==> images/layers.png <==
Drawn at 4 px/um. Two of the layers only.
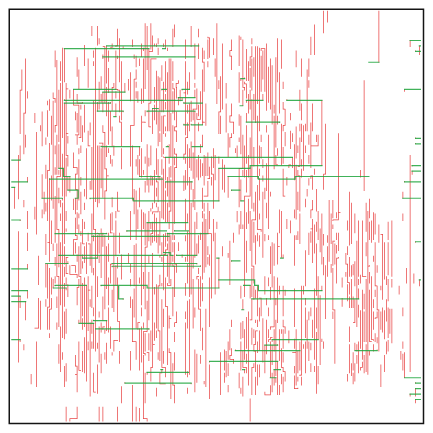
==> images/pinout.png <==
Drawn at 4 px/um. Pins as bars across the die edge, other pins in grey.
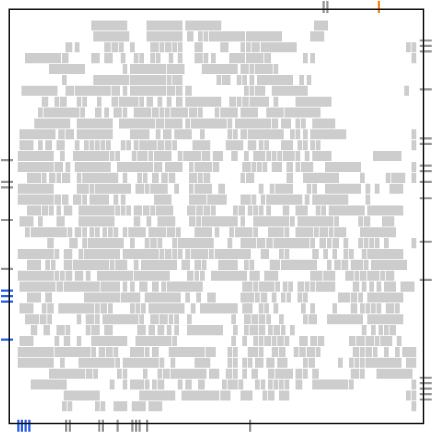
==> images/sizing.png <==
Drawn at 4 px/um.
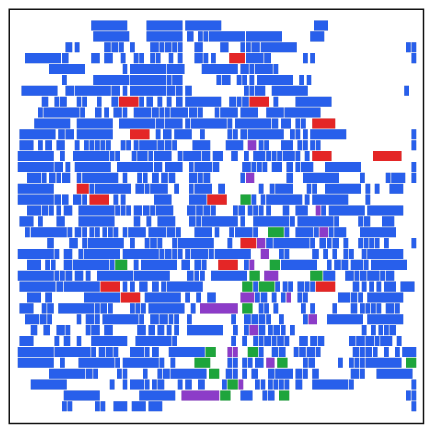
==> images/placed.png <==
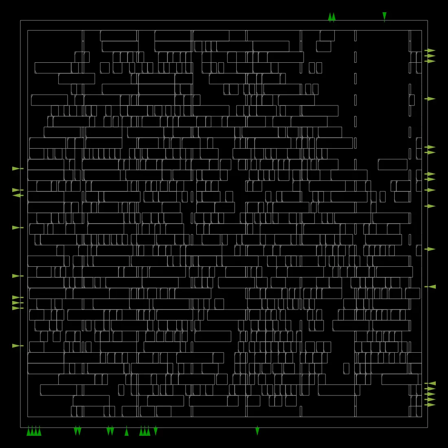
## config.mk

```make
export PLATFORM = sky130hd
export DESIGN_NAME = tt_um_multichannel_pwm
export DESIGN_NICKNAME = d
export VERILOG_FILES = /design/src/rtl/tt_um_multichannel_pwm_pkg.sv /design/src/rtl/tt_um_multichannel_pwm_sync.sv /design/src/rtl/tt_um_multichannel_pwm.sv
export SDC_FILE = /design/constraint.sdc
export NUM_CORES = 1
export LEC_CHECK = 0
export ABC_AREA = 1
export ABC_CLOCK_PERIOD_IN_PS = 3100
export CAP_MARGIN = 40
export CORE_MARGIN = 1.5
export CORE_UTILIZATION = 55
export CTS_CLUSTER_DIAMETER = 60
export DETAILED_ROUTE_END_ITERATION = 7
export MAX_ROUTING_LAYER = met4
export PLACE_DENSITY = 0.79
export SYNTH_ARGS = -nofsm -noshare
export SYNTH_HDL_FRONTEND = slang
export SYNTH_SLANG_ARGS = --single-unit
```

## constraint.sdc

```tcl
create_clock -name clk -period 3.1 [get_ports clk]
set_clock_uncertainty 0.15 [all_clocks]
set_input_delay 0.31 -clock clk [delete_from_list [all_inputs] [get_ports clk]]
set_output_delay 0.31 -clock clk [all_outputs]
set_load 0.01 [all_outputs]
```

## src/rtl/tt_um_multichannel_pwm_pkg.sv

```systemverilog
// Shared constants and helpers for the multichannel PWM block.
package pwm_pkg;
    localparam logic [2:0] ADDR_CTRL    = 3'd7;
    localparam int         CTRL_EN_BIT  = 7;
    localparam int         CTRL_PRE_MSB = 3;

    localparam logic [7:0] UIO_OE_VAL = 8'hE0;
    localparam int         UIO_WRAP   = 5;
    localparam int         UIO_ACK    = 6;
    localparam int         UIO_HB     = 7;

    // Left-justify the byte in a 12-bit field, then shift so the top `width`
    // bits land at the bottom: pads with zeros for width >= 8, keeps the
    // byte's MSBs for width < 8. Caller keeps bits [width-1:0].
    function automatic logic [11:0] scale_duty(input logic [7:0] b, input int width);
        logic [11:0] full;
        full = {b, 4'b0000};
        return full >> (12 - width);
    endfunction
endpackage

```

## src/rtl/tt_um_multichannel_pwm_sync.sv

```systemverilog
// Synchroniser chain for an asynchronous level strobe plus a one-cycle
// rising-edge pulse on the synchronised signal.
module strobe_sync_edge #(
    parameter int SYNC_STAGES = 2
) (
    input  logic clk,
    input  logic rst_n,
    input  logic strobe,
    output logic rise
);
    logic [SYNC_STAGES-1:0] sync;
    logic                   last;

    // Shift the raw strobe through the chain and remember the previous output.
    always_ff @(posedge clk or negedge rst_n) begin
        if (!rst_n) begin
            sync <= '0;
            last <= 1'b0;
        end else begin
            sync <= {sync[SYNC_STAGES-2:0], strobe};
            last <= sync[SYNC_STAGES-1];
        end
    end

    assign rise = sync[SYNC_STAGES-1] & ~last;
endmodule

```

## src/rtl/tt_um_multichannel_pwm.sv

```systemverilog
// Multichannel PWM: shared prescaled period counter, byte-wise register
// writes via a synchronised strobe, duty double-buffered to the period wrap.
module tt_um_multichannel_pwm
    import pwm_pkg::*;
#(
    parameter int CHANNELS    = 4,
    parameter int WIDTH       = 8,
    parameter int SYNC_STAGES = 2
) (
    input  logic [7:0] ui_in,
    output logic [7:0] uo_out,
    input  logic [7:0] uio_in,
    output logic [7:0] uio_out,
    output logic [7:0] uio_oe,
    input  logic       ena,
    input  logic       clk,
    input  logic       rst_n
);
    localparam logic [WIDTH-1:0] DUTY_MAX = '1;

    logic                             rise, commit;
    logic [2:0]                       addr;
    logic [WIDTH-1:0]                 wdata;
    logic [7:0]                       ctrl;
    logic                             en;
    logic [3:0]                       pre;
    logic [15:0]                      pre_cnt, pre_mask;
    logic                             tick, wrap;
    logic [WIDTH-1:0]                 cnt;
    logic [CHANNELS-1:0][WIDTH-1:0]   shadow, active;
    logic [CHANNELS-1:0]              wr_ch, pwm;
    logic                             hb;
    logic                             unused_bits;

    assign addr     = uio_in[2:0];
    assign wdata    = WIDTH'(scale_duty(ui_in, WIDTH));
    assign en       = ctrl[CTRL_EN_BIT];
    assign pre      = ctrl[CTRL_PRE_MSB:0];
    assign pre_mask = (16'd1 << pre) - 16'd1;
    assign tick     = (pre_cnt & pre_mask) == pre_mask;
    // Wrap only counts while the design actually advances the counter.
    assign wrap     = ena & en & tick & (cnt == DUTY_MAX);
    assign unused_bits = &{1'b0, uio_in[7:4], ctrl[6:4]};

    strobe_sync_edge #(.SYNC_STAGES(SYNC_STAGES)) u_sync (
        .clk    (clk),
        .rst_n  (rst_n),
        .strobe (uio_in[3]),
        .rise   (rise)
    );

    for (genvar c = 0; c < CHANNELS; c++) begin : g_dec
        assign wr_ch[c] = commit & (addr == 3'(c));
    end

    // Commit cycle follows the detected edge; ctrl writes land immediately.
    always_ff @(posedge clk or negedge rst_n) begin
        if (!rst_n) begin
            commit <= 1'b0;
            ctrl   <= '0;
        end else begin
            commit <= rise;
            if (commit && addr == ADDR_CTRL) ctrl <= ui_in;
        end
    end

    // Shadow takes writes any time; active copies shadow only at wrap, with a
    // same-cycle write bypassing straight through.
    always_ff @(posedge clk or negedge rst_n) begin
        if (!rst_n) begin
            shadow <= '0;
            active <= '0;
        end else begin
            for (int c = 0; c < CHANNELS; c++) begin
                if (wr_ch[c]) shadow[c] <= wdata;
                if (wrap)     active[c] <= wr_ch[c] ? wdata : shadow[c];
            end
        end
    end

    // Prescaler and period counter: frozen by ena, parked at 0 when disabled.
    always_ff @(posedge clk or negedge rst_n) begin
        if (!rst_n) begin
            pre_cnt <= '0;
            cnt     <= '0;
        end else if (ena) begin
            if (!en) begin
                pre_cnt <= '0;
                cnt     <= '0;
            end else if (tick) begin
                pre_cnt <= '0;
                cnt     <= cnt + 1'b1;
            end else begin
                pre_cnt <= pre_cnt + 16'd1;
            end
        end
    end

    // Registered PWM compare; all-ones duty is forced high to avoid a dropout.
    always_ff @(posedge clk or negedge rst_n) begin
        if (!rst_n) begin
            pwm <= '0;
            hb  <= 1'b0;
        end else begin
            for (int c = 0; c < CHANNELS; c++)
                pwm[c] <= en & ((active[c] == DUTY_MAX) | (cnt < active[c]));
            if (wrap) hb <= ~hb;
        end
    end

    // Output muxing: everything driven is masked while ena is low.
    always_comb begin
        uio_out = '0;
        if (ena) begin
            uio_out[UIO_WRAP] = wrap;
            uio_out[UIO_ACK]  = commit;
            uio_out[UIO_HB]   = hb;
        end
    end

    assign uo_out = ena ? 8'(pwm) : 8'h00;
    assign uio_oe = UIO_OE_VAL;
endmodule
```

==> impl_metrics.toml <==
# implementation run metrics
[outcome]
status = "finished, final reports clean"

[job]
drv_cap = 0

[placed_design]
pre_cts_ws_ps = 325

[power]
intPower_uw = 1950
ir_drop_v = 0.000365

[critical_path]
rr_startpoint = "ctrl[2]$_DFFE_PN0P_"
cp_max_fo = 5
required_ps = 2640

[cells_and_area]
nMultiInputCombCells = 475
inv_count = 95
logic_area_sq_um = 2470
nClkBuffers = 10
buffer_area_frac = 0.0540
final_util = 0.619

[clock_network]
clk_latency_ps = 390
cts_max_path_buffers = 2

[final_timing]
maxSlewHeadroom = 0.547
fmax_ghz = 0.356

[synthesis]
yosysSeqAreaShare = 0.458
synth.cellmix.adderShare = 0.0703
ys_ff = 101
netlist_top_cells_count = "nand2_1, dfrtp_1, inv_1, nand4_1, o21ai_0"

[detailed_routing]
drt-pass1-iter-count = 5
## Picture notes: layers.png
layer	colour	wire length
M3	green	805 um
M2	red	6220 um
Vias: 4702
routed length per instance: 15.1 um
Total GRT Usage: 0.276
final WL: 12900 um

## Picture notes: pinout.png
port	colour	pins	direction	edge
uio_in	blue	8	input	4 left, 4 bottom
clk	orange	1	input	top
Port Buffers: 21
die height: 103 um

## Picture notes: sizing.png
size	colour	cells	share	most used
x2	purple	18	2.5%	inv_2
x6 and larger	red	15	2.1%	clkbuf_8
x3 and x4	green	18	2.5%	buf_4
x1 and smaller	blue	671	93%	nand2_1
Worst Setup Slack, final: 287 ps
Non-clk bufs: 35
final non-filler cell area: 6050 sq um
Syn-to-layout area delta: 9.61%

## Picture notes: placed.png
Finished Layout Cells: 855
FP Rows: 36

